File: config.mk
export PLATFORM = sky130hd
export DESIGN_NAME = smart_gate_controller
export DESIGN_NICKNAME = d
export VERILOG_FILES = /design/src/rtl/smart_gate_controller.sv
export SDC_FILE = /design/constraint.sdc
export NUM_CORES = 1
export LEC_CHECK = 0
export CORE_UTILIZATION = 30
export DETAILED_ROUTE_END_ITERATION = 8
export PLACE_DENSITY_LB_ADDON = 0.3
export SYNTH_ARGS = -nofsm -noshare
export SYNTH_HDL_FRONTEND = slang
export SYNTH_SLANG_ARGS = --single-unit
export TNS_END_PERCENT = 1
File: constraint.sdc
create_clock -name clk_i -period 1.9 [get_ports clk_i]
set_clock_uncertainty 0.15 [all_clocks]
set_input_delay 0.38 -clock clk_i [delete_from_list [all_inputs] [get_ports clk_i]]
set_output_delay 0.38 -clock clk_i [all_outputs]
set_load 0.1 [all_outputs]
File: src/rtl/smart_gate_controller.sv
// Paid-access barrier gate controller: timed light/motor sequence per paid request,
// plus a saturating count of gate openings.
module smart_gate_controller #(
  parameter int PRE_CYCLES   = 2,
  parameter int GREEN_CYCLES = 3,
  parameter int CNT_W        = 8
) (
  input  logic             clk_i,
  input  logic             reset_i,
  input  logic             car_i,
  input  logic             pay_ok_i,
  input  logic             clear_i,
  input  logic             cnt_reset_i,
  output logic             gate_open_o,
  output logic             gate_close_o,
  output logic             red_o,
  output logic             yellow_o,
  output logic             green_o,
  output logic [CNT_W-1:0] car_count_o
);

  localparam int MAX_CYC = (PRE_CYCLES > GREEN_CYCLES) ? PRE_CYCLES : GREEN_CYCLES;
  localparam int TMR_W   = ($clog2(MAX_CYC) < 2) ? 2 : $clog2(MAX_CYC);

  // Timer counts down to zero; a state with N cycles is loaded with N-1 on entry.
  localparam logic [TMR_W-1:0] PRE_LOAD   = TMR_W'(PRE_CYCLES - 1);
  localparam logic [TMR_W-1:0] GREEN_LOAD = TMR_W'(GREEN_CYCLES - 1);

  typedef enum logic [2:0] {
    S_IDLE,
    S_YELLOW_PRE,
    S_WAIT_CLEAR,
    S_OPEN,
    S_GREEN,
    S_YELLOW,
    S_CLOSE
  } state_t;

  state_t             state_reg, state_next;
  logic [TMR_W-1:0]   timer_reg, timer_next;
  logic [CNT_W-1:0]   count_reg;
  logic               count_inc;

  always_ff @(posedge clk_i) begin
    if (reset_i) begin
      state_reg <= S_IDLE;
      timer_reg <= '0;
    end else begin
      state_reg <= state_next;
      timer_reg <= timer_next;
    end
  end

  always_comb begin
    state_next = state_reg;
    count_inc  = 1'b0;
    case (state_reg)
      S_IDLE: begin
        if (car_i && pay_ok_i) state_next = S_YELLOW_PRE;
      end
      S_YELLOW_PRE: begin
        if (timer_reg == '0) state_next = S_WAIT_CLEAR;
      end
      S_WAIT_CLEAR: begin
        if (clear_i) begin
          state_next = S_OPEN;
          count_inc  = 1'b1;
        end
      end
      S_OPEN:   state_next = S_GREEN;
      S_GREEN: begin
        if (timer_reg == '0) state_next = S_YELLOW;
      end
      S_YELLOW: state_next = S_CLOSE;
      S_CLOSE:  state_next = S_IDLE;
      default:  state_next = S_IDLE;
    endcase
  end

  // Reload on every state entry, otherwise count down and rest at zero.
  always_comb begin
    timer_next = timer_reg;
    if (state_next != state_reg) begin
      case (state_next)
        S_YELLOW_PRE: timer_next = PRE_LOAD;
        S_GREEN:      timer_next = GREEN_LOAD;
        default:      timer_next = '0;
      endcase
    end else if (timer_reg != '0) begin
      timer_next = timer_reg - 1'b1;
    end
  end

  // Counter clear wins over a same-edge increment; all-ones is sticky.
  always_ff @(posedge clk_i) begin
    if (reset_i || cnt_reset_i) begin
      count_reg <= '0;
    end else if (count_inc && (count_reg != {CNT_W{1'b1}})) begin
      count_reg <= count_reg + 1'b1;
    end
  end

  always_comb begin
    red_o        = 1'b0;
    yellow_o     = 1'b0;
    green_o      = 1'b0;
    gate_open_o  = 1'b0;
    gate_close_o = 1'b0;
    case (state_reg)
      S_IDLE:       red_o = 1'b1;
      S_YELLOW_PRE: yellow_o = 1'b1;
      S_WAIT_CLEAR: yellow_o = 1'b1;
      S_OPEN: begin
        green_o     = 1'b1;
        gate_open_o = clear_i;
      end
      S_GREEN:      green_o = 1'b1;
      S_YELLOW:     yellow_o = 1'b1;
      S_CLOSE: begin
        red_o        = 1'b1;
        gate_close_o = 1'b1;
      end
      default:      red_o = 1'b1;
    endcase
  end

  assign car_count_o = count_reg;

endmodule

**Placed cells, one colour a class**

Fill, decap, tap and diode cells in grey.
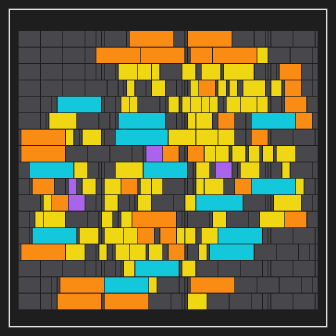
class	colour	cells	share of their area
registers	cyan	13	22%
clock drivers and dummy loads	purple	4	2.2%
remaining buffers and delay cells	orange	31	34%
remaining logic cells	yellow	77	41%
# rows: 17
Final Util: 53.4%

**Cell outlines without signal wires**

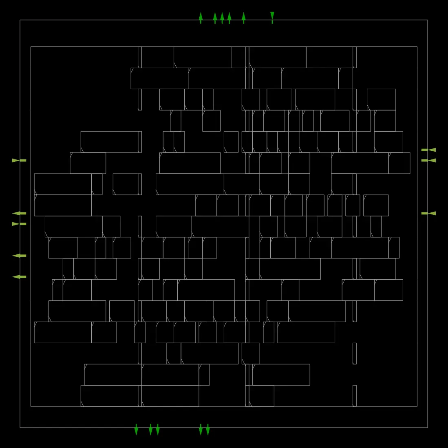
fillcell total: 228
Seq Cell Count: 13
Seq/total area: 21.7%

## what timing repair did
action                                  4_1_cts  5_1_grt
hold endpoints to repair                      0        0
pin swaps                                     0        0
buffers inserted                              0        0
endpoints found under the setup margin        4        5
gates resized                                 3        2
## cells by family after synthesis
kind of cell	after synthesis	synth area share, %
muxes	3	4.11
and+or+nand+nor	35	25.1
DFF	13	34.2
xor gates and xnor gates	5	5.75
AOI/OAI and AO/OA	26	21.7
buffers and inverters	10	5.91
adders and majority gates	2	3.28
## worst min-delay path, stage by stage (launching register included)
cell and delay [ns]:
dfxtp_1 0.36, inv_1 0.09, a211oi_1 0.06
## where the power goes
group          internal (mW)  leakage (nW)  switching [mW]
logic                  0.296         0.367           0.384
clock network         0.0814        0.0150          0.0922
registers              0.310         0.107          0.0446
==> results_dict.tcl <==
# flow metrics
set metrics [dict create \
    synthTopCellsByArea "dfxtp_1 (34%), o21ai_0 (5.3%), a21oi_1 (4.6%), xor2_1 (4.6%), nor2_1 (4.4%)" \
    syn_area_per_cell_sq_um 8.11 \
    ant_nets 0 \
    warning_count 28 \
    die_h_um 52.4 \
    powerDensity_nw_per_um2 984 \
    critPathArrivalTime_ns 1.33 \
    synthCells 94 \
    edf_count 0 \
    dieWidth_um 52.4 \
    setup_ws_ns 0.0443 \
    hp-start "car_count_o[6]" \
    ff_latch_area_sq_um 267 \
    r2r_cells 6 \
    nMultiInputCombCells 71 \
    dp_cells 149 \
    mostFrequentLayoutCells "buf_12 (13), buf_4 (13), dfxtp_1 (10), nand2_1 (8)" \
    design_area_sq_um 1230 \
    first_pass_iters 4 \
    ys_ff 13 \
    final-clk-cell-share_pct 2.14 \
    synthDominantCellAreaShare_pct 34.2 \
    top_cell "dfxtp_1" \
    slowest_stage "dfxtp_2" \
    place_area_sq_um 1190 \
    grt_use_met3_pct 6.09 \
    critical-path-top-delay-family "flip-flops" \
    hold_path_end "car_count_o[6]" \
    hold_violations 0 \
    yosysWarnings 0 \
    setup_tns_ns 0 \
    via_per_inst 5.26 \
    worstSetupStartpointType "register" \
    setup_viol 0 \
    drive_gt1_share_pct 32.8 \
    inv_count 6 \
    numClockSinks 13 \
    path_max_fanout 15 \
    ys_chip_area_sq_um 762 \
    finalNonFillerCells 153 \
    drt_iter0_markers 19 \
    worstPathRequired_ns 1.37 \
    drcViolationCount 0 \
    relSlewSlack_pct 74.4 \
    buf_share_pct 33.2 \
    worstSetupStartpoint "state_reg[0]" \
    crit-reg2reg-capture "timer_reg[0]" \
    nClkBuffers 4 \
    whs_path_depth 2 \
    synth.cell_area_sq_um 762 \
    htree_num_levels 1 \
    period_used_pct 97.7 \
    r2r_slack_ns 0.15 \
    cts.hold.buffers_added 0 \
    cp.depth 4 \
    drt_wl_total_mm 2.02 \
    nWellTaps 28 \
    final-max-slew-violation-count 0 \
    ctsLongestPathBuffers 2 \
    ys_types 36 \
    endpoint_kind "primary output" \
    yosys_cells 94 \
    rsz0062_at_grt "true" \
    fmax_ghz 0.539 \
    async_reset_ff_share_pct 0 \
    critPathKind "reg -> out" \
    hpwl_mm 1.53 \
    met1Wirelength_um 905 \
    vias 805 \
    area_growth_pct 61.1 \
    numCtsBuffers 3 \
    num_antenna_cells 0 \
    timing.rr.start "timer_reg[0]" \
    die_area_sq_um 2750 \
    clkLatencyLatePin_ns 0.28 \
    path_cells "nor2_2 -> inv_1 -> o21ai_2 -> buf_12" \
    grt_use_total_pct 16.9 \
    crit_path_max_incr_delay_ns 0.40 \
    whs_ns 0.403 \
    highest_layer "met3" \
    ys_seq_share_pct 34.2 \
    gp_congestion 0.808 \
    clkTransAtPathRegs_ns 0.08 \
    fp_util_pct 33.2 \
    antenna_found_initial 0 \
    tritoncts "yes" \
    grt_pass1_vias 781 \
    wl_met3_um 105 \
    synth_nets 102 \
    io_buffers 18 \
    core_area_sq_um 2300 \
    finalNetCount 134 \
    grt_max_degree 16 \
    busiest_layer "met2" \
    power_mw 1.21 \
    common_cells "dfxtp_1 (13), nor2_1 (9), nand2_1 (8), o21ai_0 (8), a21oi_1 (7)" \
    signal_buffers 31 \
    post-place-ws_ns -0.109 \
    comb_share_pct 38.2 \
    grtUsageMet1_pct 20.7 \
    largest_reg_flops 8 \
    hold_class "reg -> reg" \
    p_leak_nw 0.489 \
    worst_pin_slew_ns 0.381 \
    critPathCapture "red_o" \
    overflow 0 \
    wl_per_cell_um 13.2 \
    ir_drop_uv 627 \
    largest_cell_class "combinational gates" \
    num_io_pins 19 \
    outcome "finished clean" \
    wl_met2_mm 1.01 \
    cts_root_buf "clkbuf_4" \
    cap_violations 0 \
    path_buffers 2 \
    grt_first_pass_wirelength_mm 3.42 \
    final.min_clock_period_ns 1.86 \
    ff_type "dfxtp_1" \
    comb_area_sq_um 469 \
    grt_util_met2_pct 28.5 \
    yosysTopAreaCell "dfxtp_1" \
]
Power is estimated from default activity; no workload was simulated.
